Figure 1. Clock network drawn from the DEF.
Scale bar: 20 um.
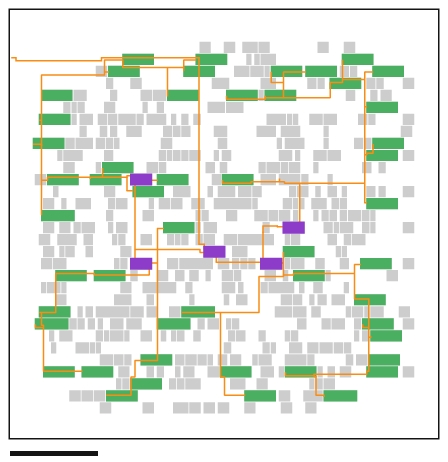
Figure 2. Cell classes on the final placement.
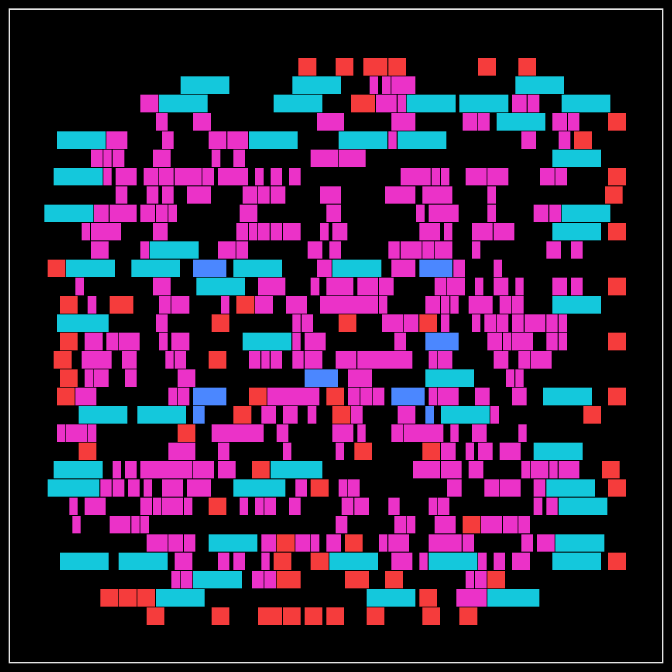
Figure 3. Clock nets.
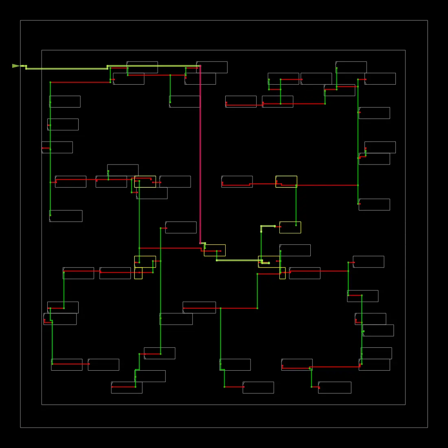
Figure 4. Sequential cells grouped by signal name.
Other sequential cells in the stronger gray, the rest of the logic in the fainter gray.
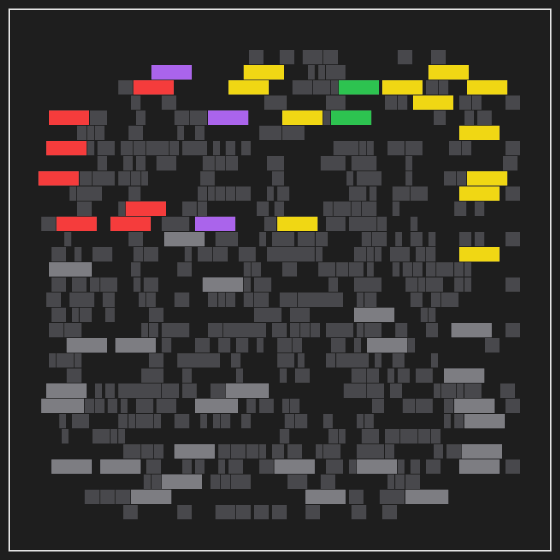
Figure 5. Selected gate families.
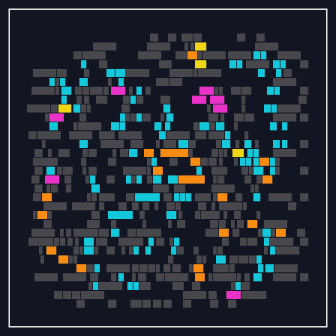
[config.mk]
export PLATFORM = sky130hd
export DESIGN_NAME = gfx_stripe_pattern_gen
export DESIGN_NICKNAME = d
export VERILOG_FILES = /design/src/rtl/gfx_stripe_pattern_gen.sv
export SDC_FILE = /design/constraint.sdc
export NUM_CORES = 1
export LEC_CHECK = 0
export CAP_MARGIN = 40
export CELL_PAD_IN_SITES_DETAIL_PLACEMENT = 0
export CELL_PAD_IN_SITES_GLOBAL_PLACEMENT = 1
export CORE_MARGIN = 5
export CORE_UTILIZATION = 40
export CTS_CLUSTER_SIZE = 30
export DETAILED_ROUTE_END_ITERATION = 6
export PLACE_DENSITY_LB_ADDON = 0.1
export SLEW_MARGIN = 15
export SYNTH_ARGS = -nofsm -noshare
export SYNTH_HDL_FRONTEND = slang
export SYNTH_SLANG_ARGS = --single-unit
[constraint.sdc]
create_clock -name clk -period 2.7 [get_ports clk]
set_clock_uncertainty 0.2 [all_clocks]
set_input_delay 0.675 -clock clk [delete_from_list [all_inputs] [get_ports clk]]
set_output_delay 0.675 -clock clk [all_outputs]
set_load 0.1 [all_outputs]
[src/rtl/gfx_stripe_pattern_gen.sv]
// gfx_stripe_pattern_gen: raster-order test-pattern source emitting (x, y, pixel) beats on a
// valid/ready stream. Patterns: color bars, checkerboard, gradient, solid white.
// Optional build macro GFX_PATTERN_GEN_ANIMATE_EN adds a per-frame horizontal scroll offset
// applied to the checkerboard and gradient patterns.
module gfx_stripe_pattern_gen #(
    parameter int unsigned H_WIDTH     = 12,
    parameter int unsigned V_WIDTH     = 12,
    parameter int unsigned COLOR_WIDTH = 4,
    parameter int unsigned H_VISIBLE   = 800,
    parameter int unsigned V_VISIBLE   = 600
) (
    input  logic                     clk,
    input  logic                     rst_n,
    input  logic                     start,
    input  logic                     continuous,
    input  logic [1:0]               pattern_sel,
    output logic                     busy,
    output logic                     done,
    output logic                     m_gfx_valid,
    input  logic                     m_gfx_ready,
    output logic [H_WIDTH-1:0]       m_gfx_x,
    output logic [V_WIDTH-1:0]       m_gfx_y,
    output logic [3*COLOR_WIDTH-1:0] m_gfx_pixel
);

    localparam int unsigned BarLen = H_VISIBLE / 8;
    localparam int unsigned BarW   = (BarLen > 1) ? $clog2(BarLen) : 1;
    localparam int unsigned PixW   = 3 * COLOR_WIDTH;

    localparam logic [H_WIDTH-1:0] XLast   = H_WIDTH'(H_VISIBLE - 1);
    localparam logic [V_WIDTH-1:0] YLast   = V_WIDTH'(V_VISIBLE - 1);
    localparam logic [BarW-1:0]    BarLast = BarW'(BarLen - 1);

    typedef enum logic [0:0] {StIdle, StRun} state_e;

    state_e              state_q, state_d;
    logic [H_WIDTH-1:0]  x_q, x_d;
    logic [V_WIDTH-1:0]  y_q, y_d;
    logic [BarW-1:0]     bar_cnt_q, bar_cnt_d;
    logic [2:0]          bar_idx_q, bar_idx_d;
    logic [1:0]          pat_q, pat_d;
    logic [PixW-1:0]     pixel_q, pixel_d;
    logic                done_q, done_d;
    logic                frame_end;
    logic [H_WIDTH-1:0]  offset_q;
    logic [H_WIDTH-1:0]  offset_next;

    // Color of one pixel; bars use the bar index, the other patterns use px = x + offset.
    function automatic logic [PixW-1:0] calc_pixel(input logic [1:0]         pat,
                                                   input logic [H_WIDTH-1:0] x,
                                                   input logic [V_WIDTH-1:0] y,
                                                   input logic [2:0]         bidx,
                                                   input logic [H_WIDTH-1:0] offset);
        logic [H_WIDTH-1:0]     px;
        logic [2:0]             idx;
        logic [COLOR_WIDTH-1:0] r, g, b;
        px  = x + offset;
        idx = 3'd7 - bidx;
        r   = '0;
        g   = '0;
        b   = '0;
        case (pat)
            2'd0: begin
                r = {COLOR_WIDTH{idx[2]}};
                g = {COLOR_WIDTH{idx[1]}};
                b = {COLOR_WIDTH{idx[0]}};
            end
            2'd1: begin
                if (px[5] ^ y[5]) begin
                    r = '1;
                    g = '1;
                    b = '1;
                end
            end
            2'd2: begin
                r = px[COLOR_WIDTH+2:3];
                g = y[COLOR_WIDTH+2:3];
                b = r ^ g;
            end
            default: begin
                r = '1;
                g = '1;
                b = '1;
            end
        endcase
        return {r, g, b};
    endfunction

`ifdef GFX_PATTERN_GEN_ANIMATE_EN
    assign offset_next = offset_q + 1'b1;

    // Scroll offset advances once per completed frame, continued or not.
    always_ff @(posedge clk) begin
        if (!rst_n) begin
            offset_q <= '0;
        end else if (frame_end) begin
            offset_q <= offset_next;
        end
    end
`else
    assign offset_q    = '0;
    assign offset_next = '0;
`endif

    // Next-state: raster walk, bar tracking and pixel lookup for the next beat.
    always_comb begin
        state_d   = state_q;
        x_d       = x_q;
        y_d       = y_q;
        bar_cnt_d = bar_cnt_q;
        bar_idx_d = bar_idx_q;
        pat_d     = pat_q;
        pixel_d   = pixel_q;
        frame_end = 1'b0;
        done_d    = 1'b0;
        unique case (state_q)
            StIdle: begin
                if (start) begin
                    state_d   = StRun;
                    pat_d     = pattern_sel;
                    x_d       = '0;
                    y_d       = '0;
                    bar_cnt_d = '0;
                    bar_idx_d = '0;
                    pixel_d   = calc_pixel(pattern_sel, '0, '0, 3'd0, offset_q);
                end
            end
            StRun: begin
                if (m_gfx_ready) begin
                    if (x_q == XLast && y_q == YLast) begin
                        frame_end = 1'b1;
                        x_d       = '0;
                        y_d       = '0;
                        bar_cnt_d = '0;
                        bar_idx_d = '0;
                        if (continuous) begin
                            // Next frame starts with no bubble and the updated offset.
                            pat_d   = pattern_sel;
                            pixel_d = calc_pixel(pattern_sel, '0, '0, 3'd0, offset_next);
                        end else begin
                            state_d = StIdle;
                            done_d  = 1'b1;
                        end
                    end else if (x_q == XLast) begin
                        x_d       = '0;
                        y_d       = y_q + 1'b1;
                        bar_cnt_d = '0;
                        bar_idx_d = '0;
                        pixel_d   = calc_pixel(pat_q, '0, y_d, 3'd0, offset_q);
                    end else begin
                        x_d = x_q + 1'b1;
                        if (bar_cnt_q == BarLast) begin
                            bar_cnt_d = '0;
                            bar_idx_d = bar_idx_q + 3'd1;
                        end else begin
                            bar_cnt_d = bar_cnt_q + 1'b1;
                        end
                        pixel_d = calc_pixel(pat_q, x_d, y_q, bar_idx_d, offset_q);
                    end
                end
            end
            default: state_d = StIdle;
        endcase
    end

    // State and registered stream outputs.
    always_ff @(posedge clk) begin
        if (!rst_n) begin
            state_q   <= StIdle;
            x_q       <= '0;
            y_q       <= '0;
            bar_cnt_q <= '0;
            bar_idx_q <= '0;
            pat_q     <= '0;
            pixel_q   <= '0;
            done_q    <= 1'b0;
        end else begin
            state_q   <= state_d;
            x_q       <= x_d;
            y_q       <= y_d;
            bar_cnt_q <= bar_cnt_d;
            bar_idx_q <= bar_idx_d;
            pat_q     <= pat_d;
            pixel_q   <= pixel_d;
            done_q    <= done_d;
        end
    end

    assign m_gfx_valid = (state_q == StRun);
    assign busy        = (state_q == StRun);
    assign done        = done_q;
    assign m_gfx_x     = x_q;
    assign m_gfx_y     = y_q;
    assign m_gfx_pixel = pixel_q;

endmodule

==> results.tsv <==
metric	value	unit
maxClockFrequency	420	MHz
power.internal	0.00108	W
drc_errors	0	
final_cell_mix	buf_4 (58), dfxtp_1 (45), nor2_1 (33), nand2_1 (33), o21ai_0 (32)	
mux_contribution_to_synthesized_area	1.37	%
design_power_total	0.00164	W
layout.nets	434	
cts-root-buf	clkbuf_8	
clock_insertion_delay_worst_skew	0.30	ns
ys_cells	370	
numCtsBuffers	5	
timing.critical_path.max_delay_family	simple AND/OR/NAND/NOR gates	
min_path_type	register to register	
ff_type	dfxtp_1	
post-cts-setup-buffer-count	0	
routed_wirelength	8.72	mm
dp_hpwl	6.61	mm
first_iter_violations	153	
final_common_cell	buf_4	
outcome	finished clean	
cts_tree	done	
post_synth_main_area_contributors	dfxtp_1 (33%), o21ai_0 (5.3%), nand2_1 (4.1%)	
startpoint_type	register	
worst-r2r-cell-count	6	
grt.met1_usage	24.1	%
number_of_antenna_diodes	0	
timing.final.setup_violations	0	
cp_slowest_cell	or3b_2	
pg_clk	0.000454	W
comb_area	1860	um2
final_design_area_no_fill	3620	um2
clock_power_share	27.7	%
clk_pin_slew_worst_paths	0.09	ns
ys_seq_share	33.2	%
drive_above_1_share	21.9	%
place_congestion	0.827	
wire_per_inst	16.8	um
fin_setup_tns	0	ns
power.sequential.fraction	47.8	%
port_buffers	45	
yosys.stat.chipArea	3020	um2
global_route.usage.met3	2.95	%
share_of_the_core_filled_by_cells_before_placement	41.4	%
syn2layout_area_growth	20.1	%
hold_end	bar_idx_q[2]$_SDFFE_PN0P_	
final.period_utilization	88.2	%
gr-usage-met2	30.7	%
max-slew-margin-rel	49.0	%
layout.cells.non_filler	519	
fillCellCount	764	
synth_cells	370	
max_stage_delay	0.48	ns
power_combinational	0.000401	W
fin_ws	0.318	ns
hold_ws	0.296	ns
swShare	34.3	%
grt_antenna_before_repair	0	
yosysTopAreaCell	dfxtp_1	
gr-usage-all-layers	18.1	%
critPathRequiredTime	2.73	ns
ys_sh_aoi	23.5	%
cts-root-to-sink-buffers	2	
layout_min_cycle_time	2.38	ns
crit_arrival	2.41	ns
switching_power	0.000562	W
place_inst	511	
number_of_placement_rows	31	
peakVddDrop	0.239	mV
max_slew.worst_pin.slew	0.758	ns
max_cap_viol_count	0	
cp_num_cells	6	
setup_slack_at_placement	0.112	ns
postRouteAntennaNets	0	
synthArstFlopShare	0	%
grt_start_max_net_pins	22	
enable_flop_cells	0	
firstDrtPassIters	5	
power_group_with_the_largest_share	sequential cells	
cp-startpoint	m_gfx_x[0]$_SDFFE_PN0P_	
worstPathMaxFanout	8	
combinationalPowerShare	24.5	%
fp_nets	385	
die-area	9380	um2
core	7290	um2
synth.cellmix.simpleShare	26.8	%
r2r-start	m_gfx_x[0]$_SDFFE_PN0P_	
hold_viol_final	0	
endpoint	bar_cnt_q[3]$_SDFFE_PN0P_	
postCtsResizedCells	0	
min_from	bar_idx_q[2]$_SDFFE_PN0P_	
synth_xor_xnor_area_share	6.47	%
stage_log_warnings	29	
synth_top_area_share	33.2	%
yosysMostFrequentCell	dfxtp_1	
count_of_distinct_cell_types_in_the_synthesized_netlist	67	
cts.sink_count	50	
synth_flops	50	
final_core_util	49.7	%
vertical_die_dimension	96.8	um
yosysWarnings	0	
timing.reg2reg.setup_slack	0.32	ns
grt_setup_unrepaired	false	
topCombFamilyByArea	simple AND/OR/NAND/NOR gates	
htree_levels	2	
grt_pass1_wl	14.3	mm
hold_fix_buffers_at_cts	0	
critPathKind	register to register	
path_cells	ha_1, and3_1, a31oi_4, nand3b_2, or3b_2, a21oi_1	
post_synth_most_frequent_cells	dfxtp_1 (50), nand2_1 (33), nor2_1 (33)	
cp_num_buf_inv	0	
global_route.overflow_total	0	
endpoint_kind	register	
dpl_cell_area	3530	um2
vias	2940	
layer_with_the_highest_usage	met2	
num_io_pins	46	
syn-mean-instance-area	8.15	um2
die_x	96.8	um
route.detailed.vias_per_inst	5.66	
leakage	1.32	nW
netlist_area	3020	um2
synthAdderAreaFrac	3.32	%
first_global_vias	2799	
worst_r2r_endpoint	bar_cnt_q[3]$_SDFFE_PN0P_	
holdPathStages	2	
timing_max_transition_violations_final	0	
power_per_unit_of_standard_cell_area	452	nW/um2
-- Figure 1 (at the start) --
legend:
  purple:
    item: cells driving clock nets
    count: 5
  green:
    item: flip-flops
    count: 50
  orange:
    item: clock wires
    length: 668 um
flops lie: widely spread
routed clock nets: 6

-- Figure 2 (at the start) --
legend:
  blue:
    class: clock drivers and dummy loads
    cells: 8
    share_of_their_area: 2.6%
  magenta:
    class: all other logic
    cells: 298
    share_of_their_area: 54%
  red:
    class: other buffers and delay cells
    cells: 64
    share_of_their_area: 14%
  cyan:
    class: flip-flops
    cells: 50
    share_of_their_area: 29%

-- Figure 3 (at the start) --
clock buffers: 7
Seq cells: 50

-- Figure 4 (at the start) --
legend:
  yellow:
    signal: m_gfx_pixel
    flops: 12
  purple:
    signal: bar_idx_q
    flops: 3
  green:
    signal: pat_q
    flops: 2
  red:
    signal: bar_cnt_q
    flops: 7
area of all sequential standard cells: 1010 um2
power attributed to sequential cells: 0.000783 W

-- Figure 5 (at the start) --
legend:
  magenta:
    family: adder and majority cells
    cells: 8
  orange:
    family: XOR/XNOR gates
    cells: 19
  cyan:
    family: inverting AOI/OAI gates
    cells: 92
  yellow:
    family: multiplexers
    cells: 4

## layout make-up
cell class | count | area share, %
inverter | 13 | 1.35
clock inverter | 1 | 0.138
clock buffer | 7 | 2.38
sequential | 50 | 27.8
multi-input combinational | 285 | 51.2
tap | 99 | 3.42
timing repair buffer | 64 | 13.7
## metal layers
layer | vias to the layer above | part of all wire (%) | routed length [um]
li1 | 1460 | - | -
met4 | 0 | 0.83 | 72
met2 | 76 | 48 | 4180
met5 | - | 0 | 0
met3 | 6 | 5.1 | 443
met1 | 1398 | 46 | 4020
## sequential cells by signal, summed over array words and instances (netlist names)
signal,cells
m_gfx_pixel,12
bar_idx_q,3
pat_q,2
busy,1
done,1
m_gfx_y,12
m_gfx_x,12
bar_cnt_q,7
Power is estimated from default activity; no workload was simulated.
